### src/rtl/ram_fill_dump_ctrl.sv
// ram_fill_dump_ctrl: streams words into an external RAM, then plays the
// stored words back on request (valid/ready) and re-arms for the next fill.
// Optional build macro RAM_CTRL_CLEAR_EN: after each dump, zero the whole
// RAM (one address per cycle) before accepting new writes.
module ram_fill_dump_ctrl #(
  parameter int DW = 8,
  parameter int m  = 2
) (
  input  logic          clk,
  input  logic          rst,
  input  logic [DW-1:0] in_data,
  input  logic          in_valid,
  output logic          in_ready,
  input  logic          dump_req,
  output logic [DW-1:0] out_data,
  output logic          out_valid,
  input  logic          out_ready,
  output logic [m-1:0]  ram_addr,
  output logic [DW-1:0] ram_din,
  output logic          ram_we,
  input  logic [DW-1:0] ram_dout,
  output logic [m:0]    count,
  output logic          full,
  output logic          busy
);

  // DEPTH expressed at count width so a full RAM is representable
  localparam logic [m:0] DEPTH_W = {1'b1, {m{1'b0}}};

`ifdef RAM_CTRL_CLEAR_EN
  typedef enum logic [1:0] {LOAD, DUMP, CLEAR} state_t;
`else
  typedef enum logic {LOAD, DUMP} state_t;
`endif

  state_t       state, state_nxt;
  logic [m-1:0] wr_ptr, wr_ptr_nxt;
  logic [m-1:0] rd_ptr, rd_ptr_nxt;
  logic [m:0]   cnt, cnt_nxt;
  logic [m:0]   dump_len, dump_len_nxt;
  logic [m:0]   cnt_post;
  logic         wr_fire;
  logic         rd_last;
`ifdef RAM_CTRL_CLEAR_EN
  logic [m-1:0] clr_ptr, clr_ptr_nxt;
`endif

  assign count = cnt;
  assign full  = (cnt == DEPTH_W);
  assign busy  = (state != LOAD);

  // State and pointer registers; reset aborts any dump/clear in progress
  always_ff @(posedge clk) begin
    if (rst) begin
      state    <= LOAD;
      wr_ptr   <= '0;
      rd_ptr   <= '0;
      cnt      <= '0;
      dump_len <= '0;
`ifdef RAM_CTRL_CLEAR_EN
      clr_ptr  <= '0;
`endif
    end else begin
      state    <= state_nxt;
      wr_ptr   <= wr_ptr_nxt;
      rd_ptr   <= rd_ptr_nxt;
      cnt      <= cnt_nxt;
      dump_len <= dump_len_nxt;
`ifdef RAM_CTRL_CLEAR_EN
      clr_ptr  <= clr_ptr_nxt;
`endif
    end
  end

  // Next-state and all RAM/stream outputs; RAM read is async so out_data
  // follows rd_ptr with no extra latency
  always_comb begin
    state_nxt    = state;
    wr_ptr_nxt   = wr_ptr;
    rd_ptr_nxt   = rd_ptr;
    cnt_nxt      = cnt;
    dump_len_nxt = dump_len;
`ifdef RAM_CTRL_CLEAR_EN
    clr_ptr_nxt  = clr_ptr;
`endif
    in_ready     = 1'b0;
    out_valid    = 1'b0;
    out_data     = '0;
    ram_we       = 1'b0;
    ram_din      = '0;
    ram_addr     = wr_ptr;
    wr_fire      = 1'b0;
    cnt_post     = cnt;
    rd_last      = 1'b0;

    case (state)
      LOAD: begin
        // Once full, in_valid is ignored: no write, no pointer wrap
        in_ready = (cnt < DEPTH_W);
        wr_fire  = in_valid && (cnt < DEPTH_W);
        if (wr_fire) begin
          ram_we     = 1'b1;
          ram_din    = in_data;
          wr_ptr_nxt = wr_ptr + m'(1);
          cnt_post   = cnt + (m+1)'(1);
        end
        cnt_nxt = cnt_post;
        // Dump length uses the post-write count so a same-cycle word is
        // included; an empty RAM makes the request a no-op
        if (dump_req && (cnt_post != '0)) begin
          dump_len_nxt = cnt_post;
          rd_ptr_nxt   = '0;
          state_nxt    = DUMP;
        end
      end

      DUMP: begin
        ram_addr  = rd_ptr;
        out_valid = 1'b1;
        out_data  = ram_dout;
        rd_last   = ({1'b0, rd_ptr} == (dump_len - (m+1)'(1)));
        if (out_ready) begin
          if (rd_last) begin
            cnt_nxt    = '0;
            wr_ptr_nxt = '0;
            rd_ptr_nxt = '0;
`ifdef RAM_CTRL_CLEAR_EN
            clr_ptr_nxt = '0;
            state_nxt   = CLEAR;
`else
            state_nxt   = LOAD;
`endif
          end else begin
            rd_ptr_nxt = rd_ptr + m'(1);
          end
        end
      end

`ifdef RAM_CTRL_CLEAR_EN
      CLEAR: begin
        // Zero one address per cycle; exactly DEPTH cycles
        ram_addr    = clr_ptr;
        ram_we      = 1'b1;
        ram_din     = '0;
        clr_ptr_nxt = clr_ptr + m'(1);
        if (clr_ptr == {m{1'b1}}) state_nxt = LOAD;
      end
`endif

      default: state_nxt = LOAD;
    endcase
  end

  // Structural invariants
  a_cnt_range: assert property (@(posedge clk) disable iff (rst) cnt <= DEPTH_W);
  a_no_we_dump: assert property (@(posedge clk) disable iff (rst) !(out_valid && ram_we));
  a_no_rdy_busy: assert property (@(posedge clk) disable iff (rst) !(busy && in_ready));

endmodule
### config.mk
export PLATFORM = sky130hd
export DESIGN_NAME = ram_fill_dump_ctrl
export DESIGN_NICKNAME = d
export VERILOG_FILES = /design/src/rtl/ram_fill_dump_ctrl.sv
export SDC_FILE = /design/constraint.sdc
export NUM_CORES = 1
export LEC_CHECK = 0
export CORE_AREA = 2 2 51 53
export CTS_BUF_LIST = sky130_fd_sc_hd__clkbuf_4 sky130_fd_sc_hd__clkbuf_8 sky130_fd_sc_hd__clkbuf_16
export CTS_CLUSTER_SIZE = 16
export DETAILED_ROUTE_END_ITERATION = 8
export DIE_AREA = 0 0 53 55
export PLACE_DENSITY_LB_ADDON = 0.2
export SLEW_MARGIN = 15
export SYNTH_ARGS = -nofsm -noshare
export SYNTH_HDL_FRONTEND = slang
export SYNTH_SLANG_ARGS = --single-unit
### constraint.sdc
create_clock -name clk -period 4.45 [get_ports clk]
set_input_delay 0.89 -clock clk [delete_from_list [all_inputs] [get_ports clk]]
set_output_delay 0.89 -clock clk [all_outputs]
set_load 0.03 [all_outputs]
Fig. 1: run 1, gate-type map
Scale bar: 20 um.
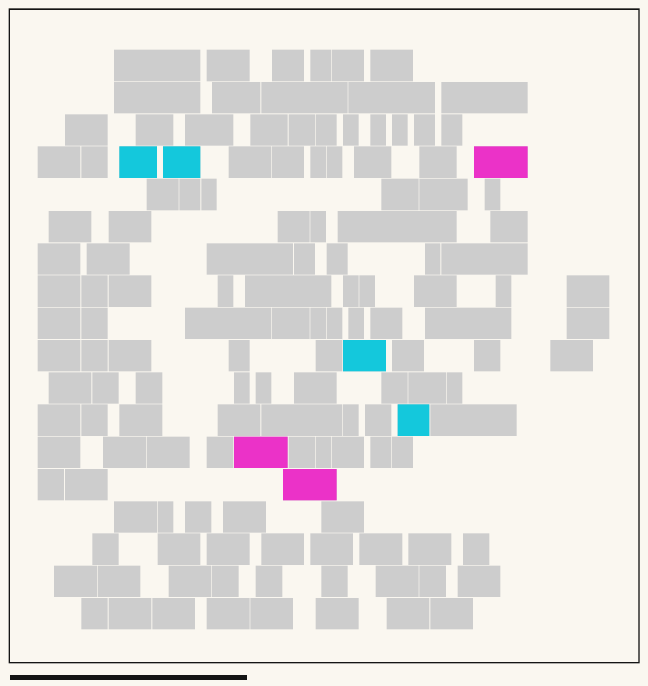
Key: magenta = fa/ha/maj cells [cells 3, most used ha_1]; cyan = non-inverting ao/oa cells [cells 4, most used a22o_1]
logic share of the area: 0.403
Top cell excl fill/tap: clkdlybuf4s50_1
final cell count without fillers: 172

Fig. 2: run 1, drive-strength map
Scale bar: 20 um.
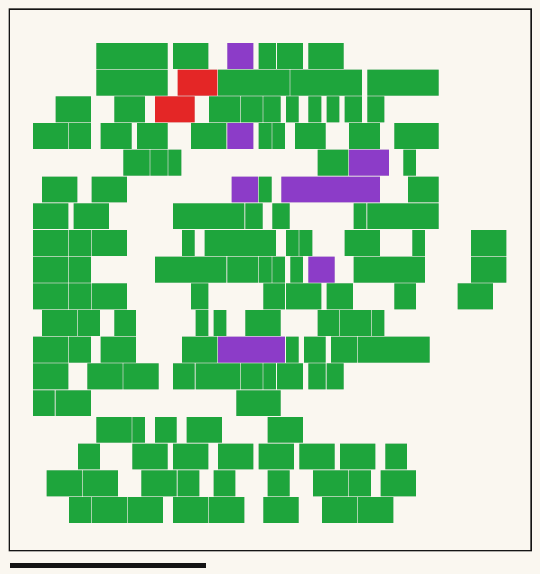
Key: purple = _3 and _4 cells [cells 7, share 4.9%, most used clkbuf_4]; green = _0 and _1 cells [cells 133, share 94%, most used clkdlybuf4s50_1]; red = _2 cells [cells 2, share 1.4%, most used mux2_2]
Area Growth Syn to Fin: 62.8%
Non-Clock Buffer Count: 46
final worst slack: 717 ps

Fig. 3: run 1, routing congestion
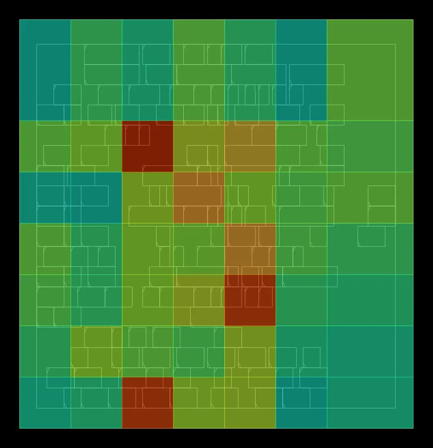
Total GRT Usage: 0.153
met3 Usage GRT: 0.0430

==> notes.md, run 1 <==
impl run done, here's what came out: status complete, no violations, ANT cells 0, synthesis area per yosys 797 um^2, GR Util met1 0.188, Worst Skew approximately 3.4 ps, share of cells above drive strength 1 0.0634, PwrDens 266 nW/um^2, clk sinks 11, unrepaired setup endpoints after global routing no, Cell area leaders dfxtp_1 (28%), and2_1 (13%), nor2_1 (5.2%), sequential cell area 220 um^2, Die Size roughly 3000 um^2, Hold Path Class register to register, FMAX 268 MHz, Leakage Power 0.000517 uW, vertical die size ~55 um, via/cell ratio 4.78, Core Util at FP 0.337, initial antenna violation count 0, buffers from clock root to sink, at most 2, TritonCTS Buffers 3, Synth area leader dfxtp_1, Registers, synthesis 11, Avg Cell Area, Syn 8.22 um^2, Synth async-reset ratio 0, routed length per instance around 12 um, dpl ws 708 ps, port bufs 46, # setup viols final 0, DR pass1 iterations 4, core region area 2360 um^2, Most common reg cell dfxtp_1, GR Overflow Total 0, Top cell area share 0.276, synthesized cell area 797 um^2, TNS Setup 0 ps, Placer Congestion 0.839, Final Hold Fails 0, logic area 523 um^2, Ys Warns 0, fin util 0.549, buffers and inverters on the worst path 2, slew margin rel. 0.505, post-CTS setup buffer count 0, largest net degree at the start of global routing 23, Setup crit end kind output pin, cell family with most CP delay buffers and inverters, I/O Pins 47, Die W 53 um, Via Count approximately 820, Least-Margin Pin Slew approximately 740 ps, Gates resized, CTS repair 0, Slew Limit Fails 0, H-tree Lvls 1, max incr delay on CP roughly 670 ps, clock slew at reported path FFs ~70 ps, Gate Count Post-Synth 97, most used cell along the critical path clkdlybuf4s50_1, max-cap violation count 0, fill count 232, Max Fanout on Critical Path 16, clock root buffer clkbuf_4, Distinct cells, synth 38, CP Data Arrival Time around 2800 ps, Mapped Nets approximately 120
-- run 1: cell usage after synthesis, types with 2 or more instances --
cell type / instances
and2_1: 17
mux2i_1: 2
ha_1: 3
buf_4: 2
a22o_1: 2
nand2_1: 4
inv_1: 7
a21oi_1: 6
mux2_2: 2
xor2_1: 2
nor2_1: 11
clkbuf_1: 2
xnor2_1: 2
dfxtp_1: 11
-- run 1: final timing paths --
kind | from | to | slack, ps | cells past startpoint
max | in_valid | ram_din[2] | 720 | 4
min | dump_len[1] | dump_len[1] | 510 | 2
max reg2reg | count[0] | dump_len[2] | 2530 | 6
min reg2reg | dump_len[1] | dump_len[1] | 510 | 2
-- run 1: power breakdown --
| part | switching [uW] | internal [uW] | leakage [uW] |
|---|---|---|---|
| clock | 31.7 | 40.7 | 0.0000184 |
| combinational | 78.6 | 73.8 | 0.000409 |
| sequential | 13.9 | 106 | 0.0000898 |
| total | 124 | 220 | 0.000517 |
-- run 1: area by class of cell --
cell class,count,share of cell area
inverter,7,0.0203
multi-input combinational,74,0.403
timing repair buffer,46,0.355
tap,30,0.0289
sequential,11,0.170
clock buffer,4,0.0231
-- run 1: logic make-up (layout without fill, tap and decap cells) --
group                      Yosys count  after routing  share of synthesized area
muxes                                4              4                     0.0534
buffers and inverters               12             57                     0.0675
and+or+nand+nor                     43             43                      0.314
DFF                                 11             11                      0.276
AOI/OAI and AO/OA                   20             20                      0.198
xor gates and xnor gates             4              4                     0.0440
adders and majority gates            3              3                     0.0471
-- run 1: cell usage in the layout (no fill, tap or decap), types with 2 or more instances in the layout --
cell and n:
mux2_2 2, nand2_1 4, nor2_1 11, a22o_1 2
inv_1 7, clkbuf_4 4, a21oi_1 6, dfxtp_1 11
mux2i_1 2, xor2_1 2, clkdlybuf4s50_1 46, xnor2_1 2
and2_1 17, ha_1 3
-- run 1: stage by stage --
| step | std cells | area [um^2] |
|---|---|---|
| 2_1_floorplan | 97 | 797 |
| 3_3_place_gp | 168 | 1270 |
| 3_5_place_dp | 168 | 1270 |
| 4_1_cts | 172 | 1300 |
| 5_1_grt | 172 | 1300 |
| 6_report | 172 | 1300 |
-- run 1: sequential cells by signal (all words and copies together), names as in the netlist --
signal    flops
count         3
wr_ptr        2
busy          1
rd_ptr        2
dump_len      3
-- run 1: per-layer routing --
layer / up-vias / wire length [um]
met5: - / 0
met4: 0 / 0
met2: 28 / 1020
met3: 0 / 143
li1: 426 / -
met1: 369 / 919
-- run 1: worst min-delay path: cells and delay by family (launching register included) --
kind               cells  cell delay [ps]
and+or+nand+nor        1               70
AOI/OAI and AO/OA      1               70
DFF                    1              340
--- run 2 (diff from run 1) ---
Clock period 4.45 ns to 3.8 ns, I/O delays scaled along.
==> run 2 against run 1 <==
  * Core utilization rose by 0.32 points
  * Sequential power grew 18%
  * Combinational power increased by 18%
  * Largest power group unchanged
  * Highest routed layer is now met4
==> notes.md, run 2 <==
impl run done, here's what came out: Largest logic family simple AND/OR/NAND/NOR gates, Via Count 858 (+4.3%), Total GRT Usage 0.155 (+0.00220), Leakage Power 0.000522 uW (+0.95%), Top cell area share 0.276 (unchanged), core region area 2360 um^2 (unchanged), Mapped Nets 121 (unchanged), H-tree Lvls 1 (unchanged), Seq share, synth 0.276, TritonCTS clock tree built, GR Overflow Total 0 (unchanged), PwrDens 310 nW/um^2 (+17%), Synth mux share 0.0534 (unchanged), I/O Pins 47 (unchanged), max-cap violation count 0 (unchanged), clock slew at reported path FFs 70 ps (about the same), Most common reg cell dfxtp_1, DR pass1 iterations 4 (unchanged), top post-synthesis cells by count and2_1 (17), dfxtp_1 (11), nor2_1 (11), Least-Margin Pin Slew 724 ps (-18.3 ps), routed length per instance 12.4 um (+2.3%), Area Growth Syn to Fin 63.7%, Final min period about 3300 ps, initial antenna violation count 0 (unchanged), total power draw 405 uW, clk sinks 11 (unchanged), Die W 53 um (unchanged), WL final between 2000 and 2500 um, Max Fanout on Critical Path 10 (-6), Req. time, crit path 3040 ps, cell with the most instances after synthesis and2_1, Worst Skew 3.54 ps (+0.172 ps), Hold-fix buffers, CTS 0, tool warnings 27, TritonCTS Buffers 3 (unchanged), Post-synth EDFFs 0, synthesis area per yosys 797 um^2 (unchanged), first-pass GRT wire length roughly 3300 um, # DRC 0, Avg Cell Area, Syn 8.22 um^2 (unchanged), status complete, no violations, buffers from clock root to sink, at most 2 (unchanged), Gate Count Post-Synth 97 (unchanged), met3 Usage GRT 0.0457 (+0.00269), synthesized cell area 797 um^2 (unchanged), unrepaired setup endpoints after global routing no, Setup crit end kind output pin, ANT cells 0 (unchanged), fa+ha+maj area frac 0.0471 (unchanged), Placer Congestion 0.849 (+1.2%), crit path from in_valid, vias in the first global route approximately 730, clock root buffer clkbuf_4, vertical die size 55 um (unchanged), Die Size 2920 um^2 (unchanged), R2R Setup Slk 1860 ps (-670 ps), share of cells above drive strength 1 0.0699 (+0.00655), Core Util at FP 0.337 (unchanged), Distinct cells, synth 38 (unchanged), Site Rows 18, most common logic cells in the final layout clkdlybuf4s50_1 (46), and2_1 (17), nor2_1 (11), dfxtp_1 (11), inv_1 (7), Global Route met2 Usage 0.258, XORs/XNORs by Area 0.0440 (unchanged), Synth area leader dfxtp_1, Slew Limit Fails 0 (unchanged), Hold Path Class register to register, Compound Share, Synth 0.198 (unchanged), slew margin rel. 0.517 (+0.0122), Top cell excl fill/tap clkdlybuf4s50_1, simple share 0.314 (unchanged), # setup viols final 0 (unchanged), Hold Crit Start wr_ptr[1], clk latency late pin 260 ps, post-CTS setup buffer count 0 (unchanged), Gates resized, CTS repair 0 (unchanged), largest net degree at the start of global routing 23 (unchanged), Final Hold Fails 0 (unchanged), Registers, synthesis 11 (unchanged), Final period util 0.872, Cell area leaders dfxtp_1 (28%), and2_1 (13%), nor2_1 (5.2%), Worst setup SP type primary input, Ys Warns 0 (unchanged), worst reg2reg path startpoint count[0], via/cell ratio 4.96 (+3.7%), FMAX ~300 MHz, TNS Setup 0 ps (unchanged), CP Data Arrival Time 2550 ps (-290 ps), port bufs 46 (unchanged), Synth async-reset ratio 0 (unchanged)
## run 2: cell counts after synthesis
Identical to the previous run, type by type.
## run 2: metrics by stage
step	setup slack [ps]	instance area [um^2]	util	cells	hold WS [ps]
after global routing	372	1310	0.552	173	540
final	487	1310	0.552	173	508
after detailed placement	480	1270	0.539	169	496
after floorplan	1210	797	-	97	459
after CTS	464	1310	0.552	173	512
after global placement	496	1270	0.539	169	481
## run 2: logic make-up (layout without fill, tap and decap cells)
family / after synthesis / count (layout)
multiplexers: 4 / 4
flip-flops: 11 / 11
AND/OR/NAND/NOR: 43 / 43
buffers and inverters: 12 / 58
XOR/XNOR: 4 / 4
adder cells (fa/ha/maj): 3 / 3
AND-OR/OR-AND: 20 / 20
## run 2: path summary, 6_finish.rpt
path	endpoint	depth (start not counted)
setup / recovery	ram_din[2]	4
hold / removal	wr_ptr[1]	1
setup reg to reg	dump_len[2]	6
hold reg to reg	wr_ptr[1]	1
## run 2: cell type report
class	instances	area, um^2
Tap cell	30	37.5
Inverter	7	26.3
Fill cell	233	1060
Timing Repair Buffer	47	468
Sequential cell	11	220
Multi-Input combinational cell	74	523
Clock buffer	4	30.0
## run 2: layer usage
metal  up-vias  wire [um]
li1        429          -
met1       391        934
met2        36       1060
met3         2        146
met4         0          4
met5         -          0
## run 2: where the power goes
group	switching [uW]	internal (uW)	total (uW)
sequential	16.6	124	141
clock	37.3	47.7	85.0
combinational	91.5	87.6	179
## run 2: critical path, cell delays in order
cell,delay [ps]
clkdlybuf4s50_1,580
nor3b_4,360
and2_1,180
clkdlybuf4s50_1,680
Fig. 4: run 2, gate-type map
Scale bar: 20 um.
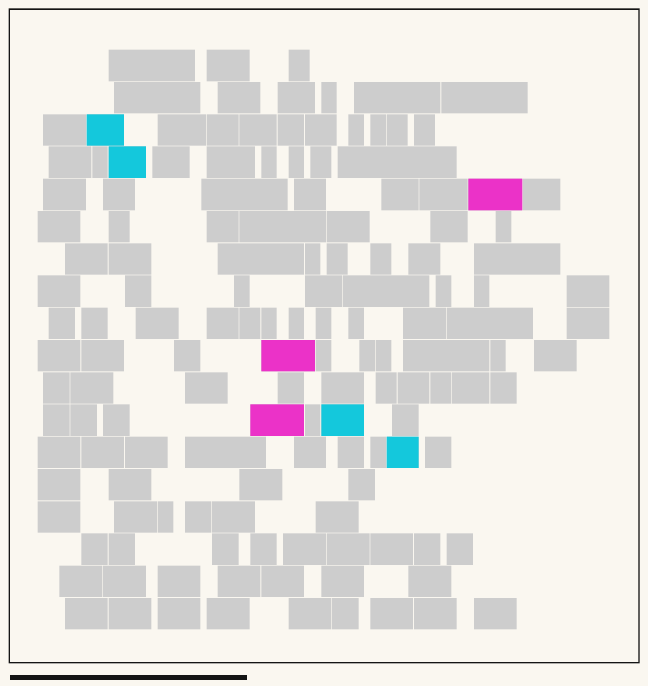
Key: magenta = fa/ha/maj cells [cells 3, most used ha_1]; cyan = non-inverting ao/oa cells [cells 4, most used a22o_1]
logic share of the area: 0.401
final cell count without fillers: 173

Fig. 5: run 2, routing congestion
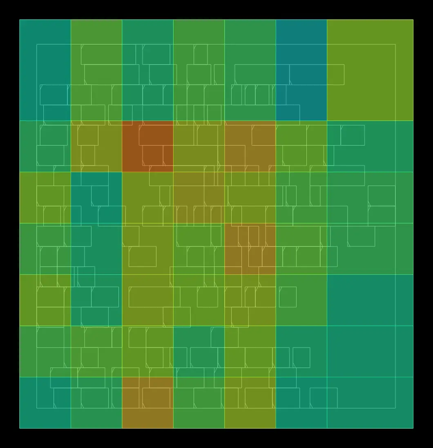
GR Util met1: 0.202
global-route layer with the greatest usage: met2
fin util: 0.552

No activity file was given, so power comes from the tool's default toggle rates.
